run_1/util_map.png
Drawn at 1.5 px/µm. The die is cut into 20 by 20 equal tiles; black is low, pale yellow is high, 0 to 100% covered.
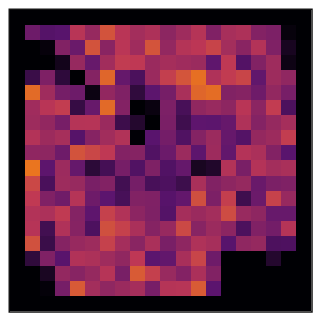
run_1/closeup.png
Window x 88 to 113, y 88 to 113 µm. Cells in gray, sequential cells in the stronger gray; small squares are vias.
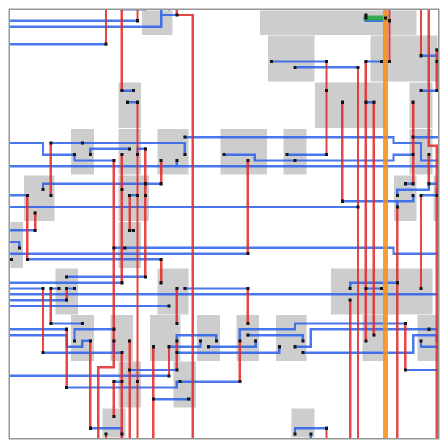
run_1/class_map.png
Drawn at 2 px/µm. Fill, decap, tap and diode cells in gray.
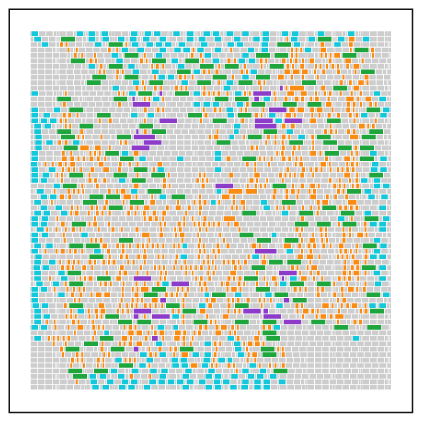
===== src/rtl/if_stage_pkg.sv =====
// rtl/if_stage_pkg.sv - shared constants, types and field helpers for the fetch stage
// Purpose: PC-select encodings, default reset/bubble words, per-edge action type,
//          and instruction field slicing shared by the fetch stage and its IF/ID register.
// Ports: none (package).
package if_stage_pkg;

  localparam logic [1:0]  PCSRC_SEQ = 2'b00;
  localparam logic [1:0]  PCSRC_RSV = 2'b01;
  localparam logic [1:0]  PCSRC_BR  = 2'b10;
  localparam logic [1:0]  PCSRC_J   = 2'b11;

  localparam logic [31:0] RESET_PC_DFLT = 32'h0000_0000;
  localparam logic [31:0] NOP_INST_DFLT = 32'h0000_0000;

  // What the stage does on the coming edge, in falling priority order.
  typedef enum logic [2:0] {
    ACT_REDIRECT,
    ACT_SQUASH,
    ACT_HOLD,
    ACT_MISS,
    ACT_FETCH
  } fetch_act_e;

  function automatic logic [5:0] inst_op(input logic [31:0] inst);
    return inst[31:26];
  endfunction

  function automatic logic [5:0] inst_func(input logic [31:0] inst);
    return inst[5:0];
  endfunction

  function automatic logic [4:0] inst_rs(input logic [31:0] inst);
    return inst[25:21];
  endfunction

  function automatic logic [4:0] inst_rt(input logic [31:0] inst);
    return inst[20:16];
  endfunction

  function automatic logic [4:0] inst_rd(input logic [31:0] inst);
    return inst[15:11];
  endfunction

endpackage


===== src/rtl/if_stage_if.sv =====
// rtl/if_stage_if.sv - bundle of fetch-stage control, memory and IF/ID signals
// Purpose: groups everything between the fetch stage and its neighbours.
// Ports (signals):
//   Pcsrc/BrTarget/JTarget, STALL/Condep      : next-PC select and decode hazards
//   ImemAddr/ImemRdata/ImemReady              : instruction memory
//   Pc, dInst/dPc4/dValid, Op/Func/Rs/Rt/Rd   : fetch PC and IF/ID contents
//   FetchCnt/StallCnt/FlushCnt                : saturating debug counters
// Modports: master = fetch stage, slave = surrounding pipeline / memory.
interface if_stage_if #(
  parameter int CNT_W = 16
);
  logic [1:0]       Pcsrc;
  logic [31:0]      BrTarget;
  logic [31:0]      JTarget;
  logic             STALL;
  logic             Condep;
  logic [31:0]      ImemAddr;
  logic [31:0]      ImemRdata;
  logic             ImemReady;
  logic [31:0]      Pc;
  logic [31:0]      dInst;
  logic [31:0]      dPc4;
  logic             dValid;
  logic [5:0]       Op;
  logic [5:0]       Func;
  logic [4:0]       Rs;
  logic [4:0]       Rt;
  logic [4:0]       Rd;
  logic [CNT_W-1:0] FetchCnt;
  logic [CNT_W-1:0] StallCnt;
  logic [CNT_W-1:0] FlushCnt;

  modport master (
    input  Pcsrc, BrTarget, JTarget, STALL, Condep, ImemRdata, ImemReady,
    output ImemAddr, Pc, dInst, dPc4, dValid, Op, Func, Rs, Rt, Rd,
           FetchCnt, StallCnt, FlushCnt
  );

  modport slave (
    output Pcsrc, BrTarget, JTarget, STALL, Condep, ImemRdata, ImemReady,
    input  ImemAddr, Pc, dInst, dPc4, dValid, Op, Func, Rs, Rt, Rd,
           FetchCnt, StallCnt, FlushCnt
  );
endinterface


===== src/rtl/if_stage_if_id_reg.sv =====
// rtl/if_stage_if_id_reg.sv - IF/ID pipeline register with load, hold and bubble
// Purpose: holds the instruction handed to decode together with its PC+4.
// Ports:
//   Clk, Rst            : clock, synchronous active-high reset
//   load_i, bubble_i    : load wins over bubble; neither = hold
//   inst_i, pc4_i       : word and its PC+4 to capture on load
//   dinst_o, dpc4_o     : registered instruction and PC+4
//   dvalid_o            : 1 = real instruction, 0 = bubble
module if_id_reg #(
  parameter logic [31:0] RESET_PC = 32'h0000_0000,
  parameter logic [31:0] NOP_INST = 32'h0000_0000
) (
  input  logic        Clk,
  input  logic        Rst,
  input  logic        load_i,
  input  logic        bubble_i,
  input  logic [31:0] inst_i,
  input  logic [31:0] pc4_i,
  output logic [31:0] dinst_o,
  output logic [31:0] dpc4_o,
  output logic        dvalid_o
);
  logic [31:0] dinst_q, dinst_d;
  logic [31:0] dpc4_q, dpc4_d;
  logic        dvalid_q, dvalid_d;

  // A bubble only replaces the word; dPc4 keeps its last value since it
  // carries no meaning while dValid is low.
  always_comb begin
    dinst_d  = dinst_q;
    dpc4_d   = dpc4_q;
    dvalid_d = dvalid_q;
    if (load_i) begin
      dinst_d  = inst_i;
      dpc4_d   = pc4_i;
      dvalid_d = 1'b1;
    end else if (bubble_i) begin
      dinst_d  = NOP_INST;
      dvalid_d = 1'b0;
    end
  end

  always_ff @(posedge Clk) begin
    if (Rst) begin
      dinst_q  <= NOP_INST;
      dpc4_q   <= RESET_PC + 32'd4;
      dvalid_q <= 1'b0;
    end else begin
      dinst_q  <= dinst_d;
      dpc4_q   <= dpc4_d;
      dvalid_q <= dvalid_d;
    end
  end

  assign dinst_o  = dinst_q;
  assign dpc4_o   = dpc4_q;
  assign dvalid_o = dvalid_q;
endmodule


===== src/rtl/if_stage.sv =====
// rtl/if_stage.sv - instruction fetch stage with IF/ID register and event counters
// Purpose: holds the PC, chooses the next PC, captures fetched words into IF/ID,
//          honours decode's active-low STALL/Condep and counts fetch/stall/flush.
// Ports:
//   Clk  : clock, rising edge
//   Rst  : synchronous reset, active-high, overrides everything
//   bus  : if_stage_if.master (control, instruction memory, IF/ID, counters)
module if_stage
  import if_stage_pkg::*;
#(
  parameter logic [31:0] RESET_PC = RESET_PC_DFLT,
  parameter logic [31:0] NOP_INST = NOP_INST_DFLT,
  parameter int          CNT_W    = 16
) (
  input  logic     Clk,
  input  logic     Rst,
  if_stage_if.master bus
);
  logic [31:0]      pc_q, pc_d;
  logic [31:0]      pc_plus4;
  logic [CNT_W-1:0] fetch_cnt_q, fetch_cnt_d;
  logic [CNT_W-1:0] stall_cnt_q, stall_cnt_d;
  logic [CNT_W-1:0] flush_cnt_q, flush_cnt_d;
  fetch_act_e       act;
  logic             redirect;
  logic [31:0]      dinst;

  assign redirect = (bus.Pcsrc == PCSRC_BR) || (bus.Pcsrc == PCSRC_J);
  assign pc_plus4 = pc_q + 32'd4;

  always_comb begin
    if (redirect)          act = ACT_REDIRECT;
    else if (!bus.Condep)  act = ACT_SQUASH;
    else if (!bus.STALL)   act = ACT_HOLD;
    else if (!bus.ImemReady) act = ACT_MISS;
    else                   act = ACT_FETCH;
  end

  always_comb begin
    pc_d = pc_q;
    case (act)
      ACT_REDIRECT: pc_d = (bus.Pcsrc == PCSRC_J) ? bus.JTarget : bus.BrTarget;
      // A squash still lets the PC move on if the word was actually delivered.
      ACT_SQUASH:   if (bus.ImemReady && bus.STALL) pc_d = pc_plus4;
      ACT_FETCH:    pc_d = pc_plus4;
      default:      pc_d = pc_q;
    endcase
  end

  // Saturating counters: the increment is suppressed once all bits are set.
  always_comb begin
    fetch_cnt_d = fetch_cnt_q;
    stall_cnt_d = stall_cnt_q;
    flush_cnt_d = flush_cnt_q;
    if (act == ACT_FETCH && !(&fetch_cnt_q))
      fetch_cnt_d = fetch_cnt_q + CNT_W'(1);
    if ((act == ACT_HOLD || act == ACT_MISS) && !(&stall_cnt_q))
      stall_cnt_d = stall_cnt_q + CNT_W'(1);
    if ((act == ACT_REDIRECT || act == ACT_SQUASH) && !(&flush_cnt_q))
      flush_cnt_d = flush_cnt_q + CNT_W'(1);
  end

  always_ff @(posedge Clk) begin
    if (Rst) begin
      pc_q        <= RESET_PC;
      fetch_cnt_q <= '0;
      stall_cnt_q <= '0;
      flush_cnt_q <= '0;
    end else begin
      pc_q        <= pc_d;
      fetch_cnt_q <= fetch_cnt_d;
      stall_cnt_q <= stall_cnt_d;
      flush_cnt_q <= flush_cnt_d;
    end
  end

  if_id_reg #(
    .RESET_PC (RESET_PC),
    .NOP_INST (NOP_INST)
  ) u_if_id (
    .Clk      (Clk),
    .Rst      (Rst),
    .load_i   (act == ACT_FETCH),
    .bubble_i (act == ACT_REDIRECT || act == ACT_SQUASH || act == ACT_MISS),
    .inst_i   (bus.ImemRdata),
    .pc4_i    (pc_plus4),
    .dinst_o  (dinst),
    .dpc4_o   (bus.dPc4),
    .dvalid_o (bus.dValid)
  );

  assign bus.ImemAddr = pc_q;
  assign bus.Pc       = pc_q;
  assign bus.dInst    = dinst;
  assign bus.Op       = inst_op(dinst);
  assign bus.Func     = inst_func(dinst);
  assign bus.Rs       = inst_rs(dinst);
  assign bus.Rt       = inst_rt(dinst);
  assign bus.Rd       = inst_rd(dinst);
  assign bus.FetchCnt = fetch_cnt_q;
  assign bus.StallCnt = stall_cnt_q;
  assign bus.FlushCnt = flush_cnt_q;
endmodule


===== src/flat_wrapper.sv =====
// flat-port wrapper written by rule: the top's interface ports become plain ports
module if_stage_flat import if_stage_pkg::*;
#(
  parameter logic [31:0] RESET_PC = RESET_PC_DFLT,
  parameter logic [31:0] NOP_INST = NOP_INST_DFLT,
  parameter int          CNT_W    = 16
)
  (Clk, Rst, bus_Pcsrc, bus_BrTarget, bus_JTarget, bus_STALL, bus_Condep, bus_ImemRdata, bus_ImemReady, bus_ImemAddr, bus_Pc, bus_dInst, bus_dPc4, bus_dValid, bus_Op, bus_Func, bus_Rs, bus_Rt, bus_Rd, bus_FetchCnt, bus_StallCnt, bus_FlushCnt);
  if_stage_if #(.CNT_W(CNT_W)) bus_i ();
  input  logic Clk;
  input  logic Rst;
  input wire logic [$bits(bus_i.Pcsrc)-1:0] bus_Pcsrc;
  input wire logic [$bits(bus_i.BrTarget)-1:0] bus_BrTarget;
  input wire logic [$bits(bus_i.JTarget)-1:0] bus_JTarget;
  input wire logic [$bits(bus_i.STALL)-1:0] bus_STALL;
  input wire logic [$bits(bus_i.Condep)-1:0] bus_Condep;
  input wire logic [$bits(bus_i.ImemRdata)-1:0] bus_ImemRdata;
  input wire logic [$bits(bus_i.ImemReady)-1:0] bus_ImemReady;
  output wire logic [$bits(bus_i.ImemAddr)-1:0] bus_ImemAddr;
  output wire logic [$bits(bus_i.Pc)-1:0] bus_Pc;
  output wire logic [$bits(bus_i.dInst)-1:0] bus_dInst;
  output wire logic [$bits(bus_i.dPc4)-1:0] bus_dPc4;
  output wire logic [$bits(bus_i.dValid)-1:0] bus_dValid;
  output wire logic [$bits(bus_i.Op)-1:0] bus_Op;
  output wire logic [$bits(bus_i.Func)-1:0] bus_Func;
  output wire logic [$bits(bus_i.Rs)-1:0] bus_Rs;
  output wire logic [$bits(bus_i.Rt)-1:0] bus_Rt;
  output wire logic [$bits(bus_i.Rd)-1:0] bus_Rd;
  output wire logic [$bits(bus_i.FetchCnt)-1:0] bus_FetchCnt;
  output wire logic [$bits(bus_i.StallCnt)-1:0] bus_StallCnt;
  output wire logic [$bits(bus_i.FlushCnt)-1:0] bus_FlushCnt;
  assign bus_i.Pcsrc = bus_Pcsrc;
  assign bus_i.BrTarget = bus_BrTarget;
  assign bus_i.JTarget = bus_JTarget;
  assign bus_i.STALL = bus_STALL;
  assign bus_i.Condep = bus_Condep;
  assign bus_i.ImemRdata = bus_ImemRdata;
  assign bus_i.ImemReady = bus_ImemReady;
  assign bus_ImemAddr = bus_i.ImemAddr;
  assign bus_Pc = bus_i.Pc;
  assign bus_dInst = bus_i.dInst;
  assign bus_dPc4 = bus_i.dPc4;
  assign bus_dValid = bus_i.dValid;
  assign bus_Op = bus_i.Op;
  assign bus_Func = bus_i.Func;
  assign bus_Rs = bus_i.Rs;
  assign bus_Rt = bus_i.Rt;
  assign bus_Rd = bus_i.Rd;
  assign bus_FetchCnt = bus_i.FetchCnt;
  assign bus_StallCnt = bus_i.StallCnt;
  assign bus_FlushCnt = bus_i.FlushCnt;
  if_stage #(.RESET_PC(RESET_PC), .NOP_INST(NOP_INST), .CNT_W(CNT_W)) u_core (.Clk(Clk), .Rst(Rst), .bus(bus_i));
endmodule

===== config.mk =====
export PLATFORM = sky130hd
export DESIGN_NAME = if_stage_flat
export DESIGN_NICKNAME = d
export VERILOG_FILES = /design/src/rtl/if_stage_pkg.sv /design/src/rtl/if_stage_if.sv /design/src/rtl/if_stage_if_id_reg.sv /design/src/rtl/if_stage.sv /design/src/flat_wrapper.sv
export SDC_FILE = /design/constraint.sdc
export NUM_CORES = 1
export LEC_CHECK = 0
export ABC_AREA = 1
export CELL_PAD_IN_SITES_DETAIL_PLACEMENT = 1
export CELL_PAD_IN_SITES_GLOBAL_PLACEMENT = 2
export CORE_MARGIN = 10
export CORE_UTILIZATION = 25
export CTS_CLUSTER_DIAMETER = 100
export DETAILED_ROUTE_END_ITERATION = 10
export GPL_ROUTABILITY_DRIVEN = 1
export PLACE_DENSITY_LB_ADDON = 0.3
export SETUP_SLACK_MARGIN = 0.15
export SKIP_CTS_REPAIR_TIMING = 1
export SYNTH_ARGS = -nofsm -noshare
export SYNTH_HDL_FRONTEND = slang
export SYNTH_SLANG_ARGS = --single-unit

===== constraint.sdc =====
create_clock -name Clk -period 4.4 [get_ports Clk]
set_clock_uncertainty 0.05 [all_clocks]
set_input_delay 0.66 -clock Clk [delete_from_list [all_inputs] [get_ports Clk]]
set_output_delay 0.66 -clock Clk [all_outputs]
set_load 0.02 [all_outputs]

==> impl_metrics.toml, run 1 <==
# generated from flow reports
[status]
outcome = "complete, no violations"

[layout]
logic_area_um2 = 4070
syn2layout_area_growth_pct = 43.5
fin_nets = 1541
final_core_util_pct = 36.3
fin_area_um2 = 11700
layout-drive-gt1-share_pct = 6.29
ff_latch_area_um2 = 2900

[timing]
tightest_slew_ns = 0.966
period_used_pct = 57.9
hold_ws_ns = 0.414
slew_violations = 0
setup_viol = 0

[drt]
dr_wl_met3_mm = 2.04
drt_iter0_drc = 374
route.vias.total = 8495
routed_via_density = 4.49
wl_met2_mm = 16.7
drc = 0

[setup_path]
reg2reg_from = "u_core.bus.FlushCnt[0]$_SDFFE_PP0P_"
crit_start = "bus_Pcsrc[1]"
worstSetupPathType = "in -> reg"
cp_max_fo = 20
critical_path.startpoint_type = "input pin"
cp.arrival_ns = 2.86
critPathCapture = "u_core.bus.ImemAddr[5]$_SDFFE_PP0P_"
timing.rr.end = "u_core.bus.FlushCnt[0]$_SDFFE_PP0P_"

[worst_hold_path]
hp-class = "reg -> reg"
hold_depth = 2
hp-start = "u_core.u_if_id.dinst_o[8]$_SDFFE_PP0P_"
hold_end = "u_core.u_if_id.dinst_o[8]$_SDFFE_PP0P_"

[synth]
yosys-top-cells-area = "dfxtp_1 35%, nand2_1 16%, buf_4 5.8%"
top_area_cell = "dfxtp_1"
top_logic_kind = "simple AND/OR/NAND/NOR gates"
ys_chip_area_um2 = 8180
netlist_area_um2 = 8180
top_cell = "nand2_1"
yosysWarnings = 0
yosys.area_share.xor_xnor_pct = 4.50
simple_gate_share_pct = 30.8
syn-num-nets = 1318
fa_ha_area_share_pct = 0.612
ys_sh_mux_pct = 0.245
synthTopCellsByCount = "340 x nand2_1, 145 x dfxtp_1, 123 x inv_1"

[clock_network]
h-tree-depth = 4
cts_sinks = 145
cts_tree = "built"
path_clk_slew_ns = 0.07

[pwr]
vdd_drop_max_mv = 0.270
pg_comb_uw = 579
powerSeq_mw = 1.43
p_sw_share_pct = 28.5
pg_clk_mw = 1.51
p_int_mw = 2.52
power.share.clock_pct = 43.0
power_density_nw_per_um2 = 300
pwr-share-comb_pct = 16.5

[grt]
grtUsageMet1_pct = 20.4
grt.met3_usage_pct = 4.76
grt_busiest_layer = "met2"
grt_pass1_wl_mm = 53.6
grt_start_max_net_pins = 53

[floorplanning]
std_cell_rows = 66
pin_count = 307
die_w_um = 201
die_area_um2 = 40400
die-height_um = 201
-- util_map.png (at the start) --
mean over tiles: 28%
nearly empty tiles: 26%
emptiest ninth of the die: south-east

-- closeup.png (at the start) --
[red] M2
[green] M3
[orange] M4
[blue] M1
sequential cells in the window: 0
cells with their middle in the window: 32
most frequent: nand2_1 (8), nand3_1 (7), nor2_1 (5)

-- class_map.png (at the start) --
[green] registers | cells: 145
[cyan] remaining buffers and delay cells | cells: 315
[purple] clock drivers and dummy loads | cells: 32
[orange] remaining logic cells | cells: 955

==> run 1: layout make-up <==
type | instances | area share, %
antenna | 1 | 0.0213
multi-input combinational | 823 | 34.6
clock buffer | 20 | 3.72
sequential | 145 | 24.7
tap | 442 | 4.71
clock inverter | 12 | 1.33
inverter | 132 | 4.22
timing repair buffer | 315 | 26.6
==> run 1: worst max-delay path, cell delays in order <==
cell	delay, ns
clkdlybuf4s50_1	0.75
buf_4	0.28
nand2_1	0.10
inv_1	0.54
nand2_1	0.11
a31oi_1	0.18
o21ai_0	0.10
a21oi_1	0.13
==> run 1: logic make-up after synthesis <==
group	count (synthesis)
AND-OR/OR-AND	193
XOR/XNOR	42
adder cells (fa/ha/maj)	4
buffers and inverters	243
flip-flops	145
multiplexers	2
AND/OR/NAND/NOR	582
## Run 2: what changed since run 1
--- a/config.mk
+++ b/config.mk
@@ -9,7 +9,7 @@
 export CELL_PAD_IN_SITES_DETAIL_PLACEMENT = 1
 export CELL_PAD_IN_SITES_GLOBAL_PLACEMENT = 2
 export CORE_MARGIN = 10
-export CORE_UTILIZATION = 25
+export CORE_UTILIZATION = 23
 export CTS_CLUSTER_DIAMETER = 100
 export DETAILED_ROUTE_END_ITERATION = 10
 export GPL_ROUTABILITY_DRIVEN = 1
==> constraint.sdc (replaced) <==
create_clock -name Clk -period 2.65 [get_ports Clk]
set_clock_uncertainty 0.05 [all_clocks]
set_input_delay 0.3975 -clock Clk [delete_from_list [all_inputs] [get_ports Clk]]
set_output_delay 0.3975 -clock Clk [all_outputs]
set_load 0.02 [all_outputs]
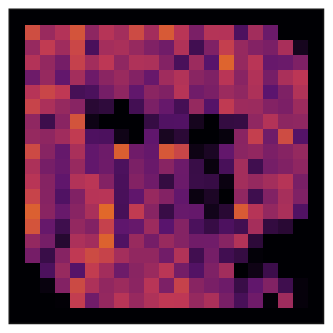
run_2/util_map.png
Drawn at 1.5 px/µm. The die is cut into 21 by 21 equal tiles; black is low, pale yellow is high, 0 to 100% covered.
fullest tile: 64%
emptiest ninth of the die: south-east
nearly empty tiles: 25%
mean over tiles: 26%

==> impl_metrics.toml, run 2 <==
# generated from flow reports
[layout]
n_antenna_cell = 0
comb_cells = 823
n_all_buffers = 326
final-nonclk-buf-share_pct = 27.1
clk_share_pct = 5.52
flops = 145
layout-drive-gt1-share_pct = 7.14
comb_area_share_pct = 34.1
seq_share_pct = 24.3
syn2layout_area_growth_pct = 45.9
inv_count = 132
fin_nets = 1552
final_core_util_pct = 33.8

[clock_network]
h-tree-depth = 4
cts_sinks = 145
cts_tree = "built"
path_clk_slew_ns = 0.07

[floorplanning]
std_cell_rows = 69
pin_count = 307
die_w_um = 209
die-height_um = 209
die_area_um2 = 43500
nWellTaps = 461

[worst_hold_path]
hp-class = "in -> reg"
hold_depth = 4
hold_end = "u_core.bus.StallCnt[11]$_SDFFE_PP0P_"
hp-start = "Rst"

[setup_path]
cp_top_family = "buffers and inverters"
cp_num_buf_inv = 1
crit_start = "u_core.bus.ImemAddr[26]$_SDFFE_PP0P_"
critPathCapture = "bus_Pc[26]"
cp_num_cells = 1
critPathMaxStageDelay_ns = 0.77
path_cells = "clkdlybuf4s50_1"
worstSetupPathType = "reg -> out"
critical_path.startpoint_type = "flop"
timing.rr.end = "u_core.bus.ImemAddr[24]$_SDFFE_PP0P_"

[timing]
setup_viol = 0
hold_ws_ns = 0.401
slew_violations = 0
period_used_pct = 83.7
tightest_slew_ns = 0.569

[synth]
synthTopCellsByCount = "340 x nand2_1, 145 x dfxtp_1, 123 x inv_1"
top_area_cell = "dfxtp_1"
yosys-top-cells-area = "dfxtp_1 35%, nand2_1 16%, buf_4 5.8%"
top_cell = "nand2_1"
ys_chip_area_um2 = 8180
yosysWarnings = 0

[pwr]
power_density_nw_per_um2 = 513
pwr-share-comb_pct = 16.0

[drt]
drt_iter0_drc = 314
routed_via_density = 4.44
drc = 0
route.vias.total = 8512
dr_wl_met3_mm = 2.22

[status]
outcome = "complete, no violations"

[grt]
grt_start_max_net_pins = 102
run 2: cell counts after synthesis:
Identical to the previous run, type by type.
run 2: cells by family (layout without fill, tap and decap cells):
group	after synthesis	in the layout	synth area share (%)
muxes	2	2	0.245
DFF	145	145	35.5
AOI/OAI and AO/OA	193	193	13.6
xor gates and xnor gates	42	42	4.50
and+or+nand+nor	582	582	30.8
buffers and inverters	243	489	14.8
adders and majority gates	4	4	0.612
run 2: power groups by stage:
stage | Sequential, mW | Clock (mW) | Combinational (mW)
6_report | 2.37 | 2.78 | 0.979
2_1_floorplan | 2.46 | 0 | 0.449
3_5_place_dp | 2.42 | 0 | 0.992
4_1_cts | 2.38 | 2.86 | 0.996
5_1_grt | 2.39 | 2.96 | 1.07
3_3_place_gp | 2.42 | 0 | 0.987
## Run 3: what changed since run 2
--- a/config.mk
+++ b/config.mk
@@ -9,7 +9,7 @@
 export CELL_PAD_IN_SITES_DETAIL_PLACEMENT = 1
 export CELL_PAD_IN_SITES_GLOBAL_PLACEMENT = 2
 export CORE_MARGIN = 10
-export CORE_UTILIZATION = 23
+export CORE_UTILIZATION = 21
 export CTS_CLUSTER_DIAMETER = 100
 export DETAILED_ROUTE_END_ITERATION = 10
 export GPL_ROUTABILITY_DRIVEN = 1
==> constraint.sdc (replaced) <==
create_clock -name Clk -period 1.9 [get_ports Clk]
set_clock_uncertainty 0.05 [all_clocks]
set_input_delay 0.285 -clock Clk [delete_from_list [all_inputs] [get_ports Clk]]
set_output_delay 0.285 -clock Clk [all_outputs]
set_load 0.02 [all_outputs]
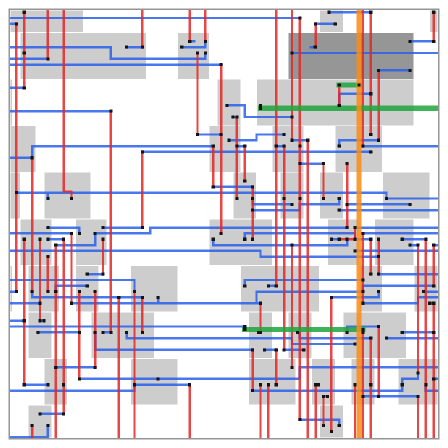
run_3/closeup.png
Window x 96 to 121, y 96 to 121 µm. Cells in gray, sequential cells in the stronger gray; small squares are vias.
[blue] M1
[red] M2
[orange] M4
[green] M3
cells with their middle in the window: 38
most frequent: nand2_1 (7), inv_1 (6), nand3_1 (6)
sequential cells in the window: 1
netlist names of flops here include: `u_core.u_if_id.dpc4_o` (1)

==> impl_metrics.toml, run 3 <==
# generated from flow reports
[grt]
grt_start_max_net_pins = 88

[layout]
flops = 145
layout-drive-gt1-share_pct = 16.9
inv_count = 132
comb_cells = 823
n_antenna_cell = 2
syn2layout_area_growth_pct = 67.8
comb_area_share_pct = 31.8
clk_share_pct = 4.64
final_cell_mix = "330 x nand2_1, 204 x dlymetal6s2s_1, 128 x dfxtp_1, 121 x inv_1, 101 x clkdlybuf4s50_1"
n_all_buffers = 420
fin_nets = 1646
seq_share_pct = 21.4

[synth]
top_area_cell = "dfxtp_1"
netlist_area_um2 = 8180
yosys-top-cells-area = "dfxtp_1 35%, nand2_1 16%, buf_4 5.8%"
ys_chip_area_um2 = 8180

[floorplanning]
nWellTaps = 518
die_area_um2 = 47200
die-height_um = 217
die_w_um = 217
std_cell_rows = 72

[setup_path]
cp_num_cells = 12
worstSetupPathType = "reg -> reg"
cp_top_family = "simple AND/OR/NAND/NOR gates"
critPathCapture = "u_core.bus.ImemAddr[12]$_SDFFE_PP0P_"
path_cells = "ha_4 -> nand2_4 -> nor2_4 -> nand2_4 -> nor2_4 -> buf_12 -> buf_12 -> xor2_4 -> nand2_1 -> nand3_1 -> nand2_1 -> inv_1"
critical_path.startpoint_type = "flop"

[clock_network]
h-tree-depth = 4
cts_sinks = 145
path_clk_slew_ns = 0.07
cts_tree = "built"

[timing]
setup_viol = 0
slew_violations = 0
tightest_slew_ns = 0.474
period_used_pct = 94.0

[drt]
dr_wl_met3_mm = 1.94
drc = 0
drt_iter0_drc = 424
route.vias.total = 8967
routed_via_density = 4.33

[worst_hold_path]
hp-start = "Rst"
hp-class = "in -> reg"
hold_depth = 4
hold_end = "u_core.bus.ImemAddr[26]$_SDFFE_PP0P_"

[pwr]
powerSeq_mw = 3.26
pwr-share-comb_pct = 18.3
pg_comb_mw = 1.57
maxPowerGroup = "the clock network"

[status]
outcome = "complete, no violations"
==> run 3: cells by family (layout without fill, tap and decap cells) <==
family	Yosys count	count (layout)	synth area share [%]
buf+inv	243	584	14.8
flops	145	145	35.5
simple gates	582	582	30.8
mux	2	2	0.245
fa+ha+maj	4	4	0.612
other cells	0	2	0
compound gates	193	193	13.6
xor+xnor	42	42	4.50
==> run 3: metrics by stage <==
step / TNS [ns] / instance area [µm²] / util, % / hold WS, ns
4_1_cts: -4.82 / 12700 / 33.0 / 0.297
5_1_grt: -0.00290 / 13700 / 35.6 / 0.321
3_5_place_dp: -6.22 / 12100 / 31.4 / 0.404
3_3_place_gp: -3.24 / 12100 / 31.4 / 0.399
2_1_floorplan: 0 / 8180 / - / 0.383
6_report: 0 / 13700 / 35.6 / 0.322

## Gallery

Clock wires, drivers and flops.
shot_01.png
Drawn at 2 px/µm.
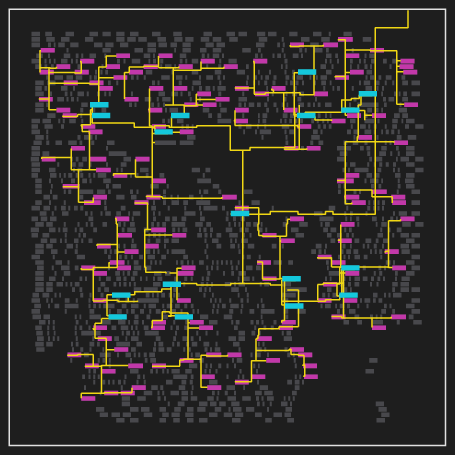
shot_02.png
Drawn at 3 px/µm.
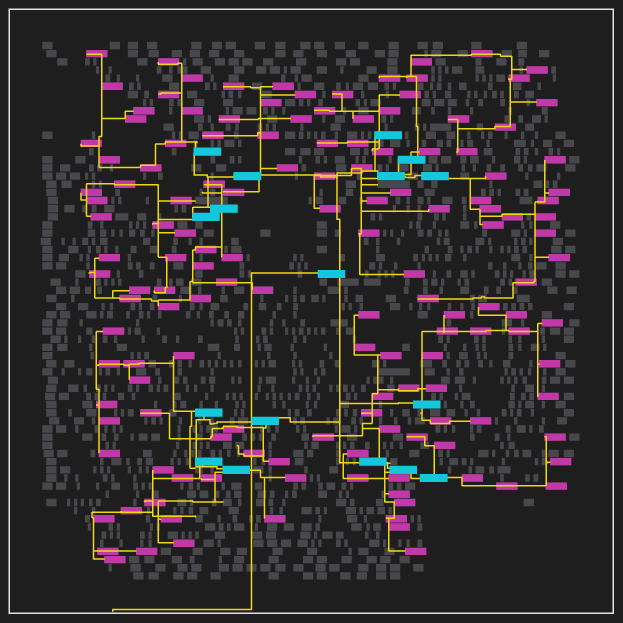
- run 3 = shot_01.png
- run 1 = shot_02.png
- largest die: shot_01.png

Key to shot_02.png:
[yellow] clock wires | length: 2470 µm
[magenta] flip-flops | count: 145
[cyan] clock-net drivers | count: 17
routed clock nets: 18
flops lie: widely spread

No activity file was given, so power comes from the tool's default toggle rates.
